[src/rtl/sw_pkg.sv]
`default_nettype none
// ============================================================================
// Module      : sw_pkg
// Description : Shared types and helpers for the slide-switch debouncer.
// Revision    : 1.0  initial release
// ============================================================================
package sw_pkg;

  // Per-bit debounce state
  typedef enum logic [0:0] {
    STABLE   = 1'b0,
    COUNTING = 1'b1
  } deb_state_e;

  // Fewer than two flops does not give a metastability-safe synchronizer
  localparam int MIN_SYNC_STAGES = 2;

  // Width of a counter that must hold values 0..max_count without wrapping
  function automatic int cnt_width(input int max_count);
    return (max_count < 1) ? 1 : $clog2(max_count + 1);
  endfunction

endpackage
`default_nettype wire

[src/rtl/sw_debounce_if.sv]
`default_nettype none
// ============================================================================
// Module      : sw_debounce_if
// Description : One-deep change-event channel (valid/ready) from the switch
//               conditioner to the fabric consumer.
// Revision    : 1.0  initial release
// ============================================================================
interface sw_debounce_if #(
  parameter int WIDTH = 2
) ();

  logic             evt_valid;
  logic             evt_ready;
  logic [WIDTH-1:0] evt_data;
  logic [WIDTH-1:0] evt_mask;
  logic             evt_overrun;

  // Producer side: the debouncer
  modport master (
    output evt_valid,
    output evt_data,
    output evt_mask,
    output evt_overrun,
    input  evt_ready
  );

  // Consumer side: fabric logic
  modport slave (
    input  evt_valid,
    input  evt_data,
    input  evt_mask,
    input  evt_overrun,
    output evt_ready
  );

endinterface
`default_nettype wire

[src/rtl/sw_debounce_bit.sv]
`default_nettype none
// ============================================================================
// Module      : sw_debounce_bit
// Description : Single switch bit: synchronizer, stability counter,
//               debounce FSM and registered rise/fall pulses.
// Revision    : 1.0  initial release
// ============================================================================
module sw_debounce_bit
  import sw_pkg::*;
#(
  parameter int SYNC_STAGES     = 2,
  parameter int DEBOUNCE_CYCLES = 1000000
) (
  input  logic clk,
  input  logic rst,
  input  logic sw_raw,
  output logic sw_clean,
  output logic sw_rise,
  output logic sw_fall
);

  localparam int            CW      = cnt_width(DEBOUNCE_CYCLES);
  localparam logic [CW-1:0] CNT_MAX = CW'(DEBOUNCE_CYCLES);
  localparam logic [CW-1:0] CNT_ONE = CW'(1);

  logic [SYNC_STAGES-1:0] sync_q, sync_d;
  deb_state_e             state_q, state_d;
  logic [CW-1:0]          cnt_q, cnt_d;
  logic                   clean_q, clean_d;
  logic                   rise_q, rise_d;
  logic                   fall_q, fall_d;
  logic                   sync_out;

  assign sync_out = sync_q[SYNC_STAGES-1];

  // Next-state: shift the synchronizer and run the stability counter
  always_comb begin
    sync_d  = {sync_q[SYNC_STAGES-2:0], sw_raw};
    state_d = state_q;
    cnt_d   = cnt_q;
    clean_d = clean_q;
    rise_d  = 1'b0;
    fall_d  = 1'b0;
    case (state_q)
      STABLE: begin
        cnt_d = '0;
        if (sync_out != clean_q) begin
          state_d = COUNTING;
          cnt_d   = CNT_ONE;
        end
      end
      COUNTING: begin
        if (sync_out == clean_q) begin
          // Input went back before it had been stable long enough
          state_d = STABLE;
          cnt_d   = '0;
        end else if (cnt_q == CNT_MAX) begin
          clean_d = ~clean_q;
          rise_d  = ~clean_q;
          fall_d  = clean_q;
          state_d = STABLE;
          cnt_d   = '0;
        end else begin
          cnt_d = cnt_q + CNT_ONE;
        end
      end
      default: begin
        state_d = STABLE;
        cnt_d   = '0;
      end
    endcase
  end

  // State registers; reset clears the whole pipeline including the synchronizer
  always_ff @(posedge clk) begin
    if (rst) begin
      sync_q  <= '0;
      state_q <= STABLE;
      cnt_q   <= '0;
      clean_q <= 1'b0;
      rise_q  <= 1'b0;
      fall_q  <= 1'b0;
    end else begin
      sync_q  <= sync_d;
      state_q <= state_d;
      cnt_q   <= cnt_d;
      clean_q <= clean_d;
      rise_q  <= rise_d;
      fall_q  <= fall_d;
    end
  end

  assign sw_clean = clean_q;
  assign sw_rise  = rise_q;
  assign sw_fall  = fall_q;

endmodule
`default_nettype wire

[src/rtl/sw_debounce.sv]
`default_nettype none
// ============================================================================
// Module      : sw_debounce
// Description : Slide-switch conditioner. Debounces WIDTH switch bits and
//               reports changes through a one-deep valid/ready event
//               register with mask merging and a sticky overrun flag.
// Revision    : 1.0  initial release
// ============================================================================
module sw_debounce
  import sw_pkg::*;
#(
  parameter int WIDTH           = 2,
  parameter int SYNC_STAGES     = 2,
  parameter int DEBOUNCE_CYCLES = 1000000
) (
  input  logic             clk,
  input  logic             rst,
  input  logic [WIDTH-1:0] sw_raw,
  output logic [WIDTH-1:0] sw_clean,
  output logic [WIDTH-1:0] sw_rise,
  output logic [WIDTH-1:0] sw_fall,
  sw_debounce_if.master    evt
);

  // Out-of-range parameters are clamped to the smallest safe values
  localparam int SYNC_EFF = (SYNC_STAGES < MIN_SYNC_STAGES) ? MIN_SYNC_STAGES : SYNC_STAGES;
  localparam int DEB_EFF  = (DEBOUNCE_CYCLES < 1) ? 1 : DEBOUNCE_CYCLES;

  for (genvar gi = 0; gi < WIDTH; gi++) begin : g_bits
    sw_debounce_bit #(
      .SYNC_STAGES     (SYNC_EFF),
      .DEBOUNCE_CYCLES (DEB_EFF)
    ) u_bit (
      .clk      (clk),
      .rst      (rst),
      .sw_raw   (sw_raw[gi]),
      .sw_clean (sw_clean[gi]),
      .sw_rise  (sw_rise[gi]),
      .sw_fall  (sw_fall[gi])
    );
  end

  logic             valid_q, valid_d;
  logic [WIDTH-1:0] data_q, data_d;
  logic [WIDTH-1:0] mask_q, mask_d;
  logic             overrun_q, overrun_d;
  logic [WIDTH-1:0] chg;
  logic             accept;

  assign chg    = sw_rise | sw_fall;
  assign accept = valid_q & evt.evt_ready;

  // Event register: load a fresh event, merge into a pending one, or retire on accept
  always_comb begin
    valid_d   = valid_q;
    data_d    = data_q;
    mask_d    = mask_q;
    overrun_d = overrun_q;
    if (chg != '0) begin
      data_d = sw_clean;
      if (!valid_q || accept) begin
        // Nothing left pending after this edge, so the new change stands alone
        valid_d   = 1'b1;
        mask_d    = chg;
        overrun_d = 1'b0;
      end else begin
        mask_d    = mask_q | chg;
        overrun_d = overrun_q | (|(mask_q & chg));
      end
    end else if (accept) begin
      valid_d   = 1'b0;
      mask_d    = '0;
      overrun_d = 1'b0;
    end
  end

  // Event registers with synchronous reset
  always_ff @(posedge clk) begin
    if (rst) begin
      valid_q   <= 1'b0;
      data_q    <= '0;
      mask_q    <= '0;
      overrun_q <= 1'b0;
    end else begin
      valid_q   <= valid_d;
      data_q    <= data_d;
      mask_q    <= mask_d;
      overrun_q <= overrun_d;
    end
  end

  assign evt.evt_valid   = valid_q;
  assign evt.evt_data    = data_q;
  assign evt.evt_mask    = mask_q;
  assign evt.evt_overrun = overrun_q;

endmodule
`default_nettype wire
[src/flat_wrapper.sv]
// flat-port wrapper written by rule: the top's interface ports become plain ports
module sw_debounce_flat import sw_pkg::*;
#(
  parameter int WIDTH           = 2,
  parameter int SYNC_STAGES     = 2,
  parameter int DEBOUNCE_CYCLES = 1000000
)
  (clk, rst, sw_raw, sw_clean, sw_rise, sw_fall, evt_evt_valid, evt_evt_data, evt_evt_mask, evt_evt_overrun, evt_evt_ready);
  sw_debounce_if #(.WIDTH(WIDTH)) evt_i ();
  input  logic clk;
  input  logic rst;
  input  logic [WIDTH-1:0] sw_raw;
  output logic [WIDTH-1:0] sw_clean;
  output logic [WIDTH-1:0] sw_rise;
  output logic [WIDTH-1:0] sw_fall;
  output wire logic [$bits(evt_i.evt_valid)-1:0] evt_evt_valid;
  output wire logic [$bits(evt_i.evt_data)-1:0] evt_evt_data;
  output wire logic [$bits(evt_i.evt_mask)-1:0] evt_evt_mask;
  output wire logic [$bits(evt_i.evt_overrun)-1:0] evt_evt_overrun;
  input wire logic [$bits(evt_i.evt_ready)-1:0] evt_evt_ready;
  assign evt_evt_valid = evt_i.evt_valid;
  assign evt_evt_data = evt_i.evt_data;
  assign evt_evt_mask = evt_i.evt_mask;
  assign evt_evt_overrun = evt_i.evt_overrun;
  assign evt_i.evt_ready = evt_evt_ready;
  sw_debounce #(.WIDTH(WIDTH), .SYNC_STAGES(SYNC_STAGES), .DEBOUNCE_CYCLES(DEBOUNCE_CYCLES)) u_core (.clk(clk), .rst(rst), .sw_raw(sw_raw), .sw_clean(sw_clean), .sw_rise(sw_rise), .sw_fall(sw_fall), .evt(evt_i));
endmodule
[config.mk]
export PLATFORM = sky130hd
export DESIGN_NAME = sw_debounce_flat
export DESIGN_NICKNAME = d
export VERILOG_FILES = /design/src/rtl/sw_pkg.sv /design/src/rtl/sw_debounce_if.sv /design/src/rtl/sw_debounce_bit.sv /design/src/rtl/sw_debounce.sv /design/src/flat_wrapper.sv
export SDC_FILE = /design/constraint.sdc
export NUM_CORES = 1
export LEC_CHECK = 0
export CORE_UTILIZATION = 52
export DETAILED_ROUTE_END_ITERATION = 10
export PLACE_DENSITY = 0.74
export SYNTH_ARGS = -nofsm -noshare
export SYNTH_HDL_FRONTEND = slang
export SYNTH_SLANG_ARGS = --single-unit
[constraint.sdc]
create_clock -name clk -period 2 [get_ports clk]
set_input_delay 0.2 -clock clk [delete_from_list [all_inputs] [get_ports clk]]
set_output_delay 0.2 -clock clk [all_outputs]
set_load 0.1 [all_outputs]
Figure 1. Clock network drawn from the DEF (run 1).
(4 px per um)
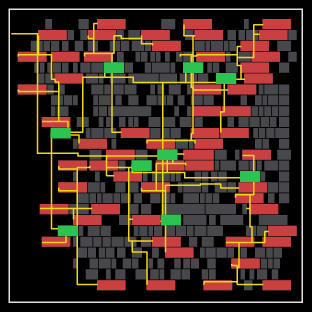
flip-flops: shown in red, count 58. clock-net drivers: shown in green, count 9. clock wires: shown in yellow, length 744 um.
There are 10 routed clock nets.
Final Skew: 0.00474 ns
clock network power consumption: 0.00119 W
power share of the clock group: 50.1%
clock latency reported for the late side of the worst-skew pair: 0.33 ns

Figure 2. A small window of the routed layout (run 1).
Region (45, 8) to (65, 28) um. Cells in grey, sequential cells in the stronger grey; small squares are vias.
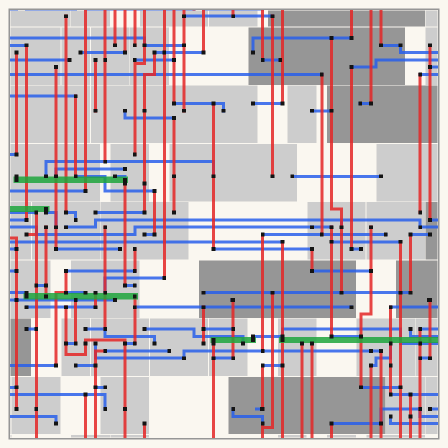
M2: shown in red. M1: shown in blue. M3: shown in green.
Netlist names of flops here include u_core.g_bits.u_bit.cnt_q (2). Most frequent: dfxtp_1 (4), a21oi_1 (3), or4_1 (3). Sequential cells in the window: 4. 30 logic cells have their middle in the window.

Figure 3. Metal layers overlaid (run 1).
(4 px per um)
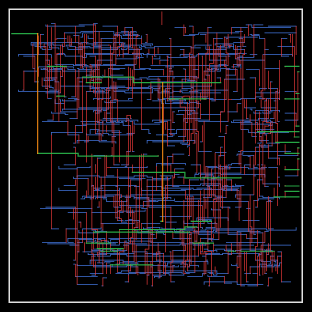
M4: shown in orange, wire length 64.6 um. M3: shown in green, wire length 259 um. M1: shown in blue, wire length 2560 um. M2: shown in red, wire length 2530 um.
number of vias in the routed layout: 2221
Post-Route WL: 5410 um
per-cell routed wire length: 13.3 um

Figure 4. Routing congestion (run 1).
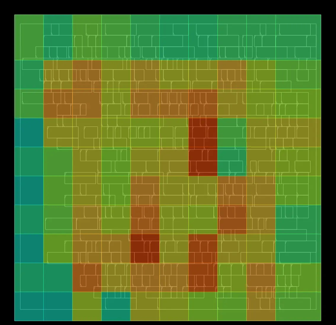
met3 demand-to-capacity share in global routing: 8.84%
met2 track utilization from global routing: 36.1%
Core Util, Final: 66.6%

==> results.txt, run 1 <==
Physical implementation

The flow ran to the end, and the final reports show no timing, DRC or antenna violations. The cell with the largest stage delay on the worst path is sky130_fd_sc_hd__or4_4. Yosys stat counts 298 cells in the synthesized netlist.

The count of buffering cells on the critical path with inverters included is 0. The CTS tree is done. The synthesized cell area is 2610 um2. Once the clock tree was built, the setup fixing pass inserted 0 buffers.

Per the OpenROAD floorplan log, the height of the die is 72.9 um. Yosys mapped a number of flops with a built-in enable equal to 0. The initial antenna violation count is 0. The number of buffers added by the clock tree synthesis step is 9. The depth of the worst register-to-register path is 4. For this design the ratio of total power to cell area is 748 nW/um2.

Per the detail_route log, the uppermost layer with routed signals is met4. The critical path in this run is classified as flop to flop. After routing the design area is 3190 um2.

The pre-antenna-repair detailed-routing pass consisted of 4 iterations. The largest combinational cell category by area is simple AND/OR/NAND/NOR gates. The register ranked first by flip-flop count is u_core.g_bits.u_bit.cnt_q.

STA classifies the critical path startpoint as a flop. Counting every sink on the clock net gives 58. The critical path maximum fanout is 3. At the pin with the least slew margin, the transition time is 0.579 ns. The clock root buffer master is sky130_fd_sc_hd__clkbuf_8.

STA classifies the critical path endpoint as a flop. The logic depth of the worst path, buffers included is 4. The synthesis report lists the most area-consuming cells as sky130_fd_sc_hd__dfxtp_1, sky130_fd_sc_hd__xor2_1, sky130_fd_sc_hd__a21oi_1. The all-layer global routing usage is 22.3%. The cell that appears most often on the critical path is sky130_fd_sc_hd__or4_4. The most used logic cell in the final layout is sky130_fd_sc_hd__dfxtp_1. The Yosys warning count is 0.

Per the log, the first TritonRoute iteration ended with a DRC count of 114. The family of cells with the greatest summed delay on the critical path is simple AND/OR/NAND/NOR gates. Per the final report, max-transition violations number 0. The most used routing layer in global routing is met2. After layout, the clock buffer instance count stands at 11. The synthesized netlist devotes 29.9% of its cell area to simple gates. In the final layout, the registers with the most flip-flops are u_core.g_bits.u_bit.cnt_q: 40 flops, u_core.g_bits.u_bit.sync_q: 4 flops. Synthesis handed over a netlist of 298 instances. The final cycle utilization of the critical path is 97.1%. For this run, the top clock speed supported by timing is 515 MHz.

The logic share of the area is 42.6%. The worst path needs 1.94 ns of the cycle, external delays included. Per the synthesis report, the adder-cell share of the synthesized area is 1.91%. The wire length of the first global-routing pass is 8830 um. The total number of sequential cells is 58. In the per-layer breakdown of the detailed-route log, met1 shows 2560 um. The number of flip-flops under the largest register name is 40.

The number of global-route vias before repair came to 1970. The data-path buffer share of cell area in the final layout is 9.89%. The footprint of the flip-flops and latches is 1160 um2. Ranked by total area, the top cell class in this layout is multi-input combinational cells. The area share of the leading cell type in the synthesized netlist is 44.4%. STA lists the startpoint of the worst hold path as sw_raw[1].

The number of warnings the tools reported is 29. The sum of overflow across all layers after global routing is 0. The destination of the critical timing path is u_core.g_bits[1].u_bit.sw_rise$_SDFF_PP0_. After the last flow step, the layout net total stands at 344. The required time of the critical path is 2.28 ns. Clock tree buffers and inverters occupy 6.87% of the routed design's cell area.

The buffer_ports step reported a buffer count of 16. The final timing report counts setup violations totalling 0. The final setup TNS is 0 ns. The endpoint of the worst-slack reg-to-reg timing path is u_core.g_bits[1].u_bit.sw_rise$_SDFF_PP0_. The core utilization at floorplan is 54.6%. The remaining antenna violation count is 0.

The data arrival time reported for the critical path is 2.22 ns. The floorplan step defined a core boundary enclosing 4790 um2. The synthesized chip area reported by yosys is 2610 um2. For this run, design rule violations remaining after detail routing come to 0.

Cells with a size suffix above 1 make up 18.5% of the layout. According to the cell report, the number of logic gates is 214. The number of hold violations in the final report is 0.

For this run, the detailed router reports a per-instance via density of 5.46. The final weighted congestion in routability-driven placement is 0.824. Walking the worst path, the cells encountered are or4_4 -> or4_4 -> nor4_4 -> and3b_1. The total die area is 5310 um2. The worst supply voltage drop on vdd is 0.000440 V. A synthesized cell averages 8.77 um2.
run 1: where the power goes:
part	internal [W]	switching [W]	total [W]
logic	0.0000136	0.0000128	0.0000264
clock network	0.000731	0.000463	0.00119
registers	0.00116	0.00000346	0.00116
total	0.00191	0.000479	0.00238
run 1: stage by stage:
stage          instances  utilization, %  worst slack (ns)
6_report             407            66.6            0.0570
2_1_floorplan        298               -            0.0186
3_5_place_dp         391            61.4            0.0429
4_1_cts              407            65.9            0.0314
5_1_grt              407            66.6          -0.00648
3_3_place_gp         391            61.4            0.0858
==> run 1 -> run 2 <==
- ABC_AREA: default -> 0
Figure 5. A small window of the routed layout (run 2).
Region (45, 8) to (65, 28) um. Cells in grey, sequential cells in the stronger grey; small squares are vias.
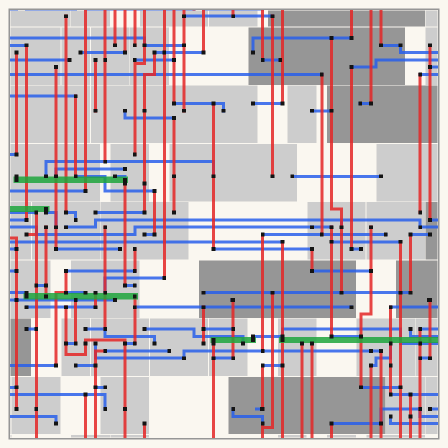
M1: shown in blue. M3: shown in green. M2: shown in red.
Sequential cells in the window: 4. Most frequent: dfxtp_1 (4), a21oi_1 (3), or4_1 (3). 30 logic cells have their middle in the window. Netlist names of flops here include u_core.g_bits.u_bit.cnt_q (2).

==> results.txt, run 2 <==
Physical implementation

The number of vias after detailed routing was 2221 (unchanged). The floorplan die height was 72.9 um (unchanged). Traced cell by cell, the critical path runs through or4_4 -> or4_4 -> nor4_4 -> and3b_1. The number of remaining DRC errors is 0 (unchanged). The final cycle utilization of the critical path is 97.1% (unchanged). The final non-filler cell area was 3190 um2 (unchanged).

The number of clock sinks is 58 (unchanged). The upper clock frequency limit is 515 MHz (unchanged). The floorplan core area was 4790 um2 (unchanged).

The clock root buffer master is sky130_fd_sc_hd__clkbuf_8. The sum of routed wire length over all layers is 5410 um (unchanged). In this design, the largest share of critical-path delay is due to simple AND/OR/NAND/NOR gates. The switching part of the total is 20.1% (unchanged). The number of setup violations in the final report is 0 (unchanged). The met1 wire length was 2560 um (unchanged). The worst supply voltage drop on vdd is 0.000440 V (unchanged). The number of violations reported at the end of detailed-routing iteration 0 is 114 (unchanged). The largest registers in the layout are u_core.g_bits.u_bit.cnt_q: 40 flops, u_core.g_bits.u_bit.sync_q: 4 flops.

The register ranked first by flip-flop count is u_core.g_bits.u_bit.cnt_q. The share of post-route cells with drive strength above 1 is 18.5% (unchanged). The setup slack after placement is 0.0429 ns (unchanged). The count of buffering cells on the critical path with inverters included is 0 (unchanged).

The library cell appearing most often on the critical path is sky130_fd_sc_hd__or4_4. The hold path startpoint is sw_raw[1]. The synthesized chip area reported by yosys is 2610 um2 (unchanged).

The power in the clock group is 0.00119 W (about the same). The CTS tree is done. The most used routing layer in global routing is met2. The dominant kind of cell by area is multi-input combinational cells.

The remaining antenna violation count was 0 (unchanged). The fraction of registers with async set or reset after synthesis is 0%. The total of buffers placed on input and output ports is 16 (unchanged).

The per-cell via count in the routed design is 5.46 (unchanged). The arrival time at the worst endpoint is 2.22 ns (about the same). The power in sequential cells is 0.00116 W (about the same). The depth of the worst register-to-register path was 4 (unchanged). The final weighted congestion in routability-driven placement is 0.824 (unchanged). The count of multi-input combinational gates is 214 (unchanged). The number of buffers added by the clock tree synthesis step came to 9 (unchanged). The met2 layer usage reported by global route is 36.1% (unchanged). The insertion delay of the later-clocked pin in the worst-skew pair is 0.33 ns (about the same). The number of global-route vias before repair came to 1970 (unchanged). The commonest register cell is sky130_fd_sc_hd__dfxtp_1. The top fanout value on the critical path was 3 (unchanged). The switching component of the power came to 0.000479 W (unchanged). The buffers inserted during post-CTS setup optimization is 0 (unchanged). The wire length of the first global-routing pass is 8830 um (unchanged). The data-path buffer share of cell area in the final layout is 9.89% (unchanged). The count of placed standard cells in the final layout, fillers left out is 407 (unchanged). The area share of the leading cell type in the synthesized netlist is 44.4% (unchanged). The slew at the pin closest to its max-slew limit is 0.579 ns (unchanged). The synthesized cell area is 2610 um2 (unchanged). The tally of clock buffers in the finished layout is 11 (unchanged). The stage delay of the slowest cell on the critical path is 0.55 ns.

For reference, the critical path is captured by u_core.g_bits[1].u_bit.sw_rise$_SDFF_PP0_. The gate count of the mapped netlist was 298 (unchanged). The worst clock skew is 0.00474 ns (unchanged). The Yosys warning count is 0 (unchanged). The number of hold violations in the final report came to 0 (unchanged). The clock network contribution to total cell area is 6.87% (unchanged). The shortest clock period the worst path allows after layout is 1.94 ns (unchanged).

The critical path in this run is classified as flop to flop. The average wire length per cell after detail routing is 13.3 um (unchanged). The final setup TNS is 0 ns (unchanged). The startpoint type of the worst setup path is a flop.

The synthesized area divided by synthesized cell count is 8.77 um2 (unchanged). The final cell utilization of the core was 66.6% (unchanged). The number of standard cells reported by yosys is 298 (unchanged). Looking at the group totals, the largest power group turns out to be clock. The number of placed instances with taps included is 391 (unchanged). The part of the total power dissipated in combinational logic is 1.1% (about the same). The part of the power in the clock network is 50.1% (about the same). The run finished with clean final reports.

The final worst-path setup slack is 0.0570 ns (unchanged). The number of warnings the tools reported is 29 (unchanged). The footprint of the flip-flops and latches is 1160 um2 (unchanged). The power density over the cells was 748 nW/um2 (unchanged). The most common logic cell in the final layout is sky130_fd_sc_hd__dfxtp_1.

The post-cts repair resize count is 0. The total number of nets in the final design is 344 (unchanged). The number of synthesized flops with an enable pin is 0 (unchanged).

The total number of sequential cells was 58 (unchanged). The count of TritonRoute iterations in the first routing pass came to 4 (unchanged). The final tally of max-slew violations is 0 (unchanged). The core utilization at floorplan is 54.6% (unchanged). In the post-synthesis netlist, the biggest area contributors are sky130_fd_sc_hd__dfxtp_1, sky130_fd_sc_hd__xor2_1, sky130_fd_sc_hd__a21oi_1. The total combinational power is 0.0000264 W (about the same).

Signal routing reaches up to met4. The category of the worst setup path capture point is a flop. The number of inverters outside the clock class in the layout is 13. In this run the critical register-to-register path is captured at u_core.g_bits[1].u_bit.sw_rise$_SDFF_PP0_. The cell internal power dissipation is 0.00191 W (unchanged). The routing usage on met3 is 8.84% (unchanged). The number of flip-flops under the largest register name is 40 (unchanged). The logic depth of the worst path, buffers included is 4 (unchanged).

The initial antenna violation count is 0 (unchanged). The required time of the critical path is 2.28 ns (about the same). The logic share of the area came to 42.6% (unchanged). The H-tree was split into 3 levels. The total die area was 5310 um2 (unchanged). Counting along the longest clock path gives a buffer depth of 2. The proportion of power drawn by flip-flops and latches is 48.8% (about the same). Among all stages on the critical path, the largest delay is contributed by sky130_fd_sc_hd__or4_4. The sum of overflow across all layers after global routing is 0 (unchanged).
Figure 6. Clock network drawn from the DEF (run 2).
(4 px per um)
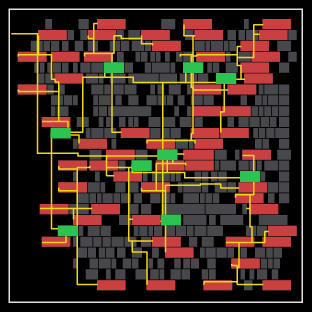
clock-net drivers: shown in green, count 9. clock wires: shown in yellow, length 744 um. flip-flops: shown in red, count 58.
Position of the flops: spread over the die.

run 2: cell counts in the layout (fill, tap and decap cells not counted):
Identical to the previous run, type by type.
run 2: logic make-up (layout without fill, tap and decap cells):
family / count (synthesis) / count (layout) / synth area share, %
AOI/OAI and AO/OA: 48 / 48 / 10.5
xor gates and xnor gates: 23 / 23 / 7.71
adders and majority gates: 4 / 4 / 1.91
buffers and inverters: 26 / 68 / 4.79
DFF: 58 / 58 / 44.4
muxes: 2 / 2 / 0.766
and+or+nand+nor: 137 / 137 / 29.9
run 2: worst register-to-register path, stage by stage (launching register included):
cell	delay, ns
sky130_fd_sc_hd__dfxtp_1	0.32
sky130_fd_sc_hd__or4_4	0.55
sky130_fd_sc_hd__or4_4	0.54
sky130_fd_sc_hd__nor4_4	0.30
sky130_fd_sc_hd__and3b_1	0.18
Power and IR drop assume default switching activity.
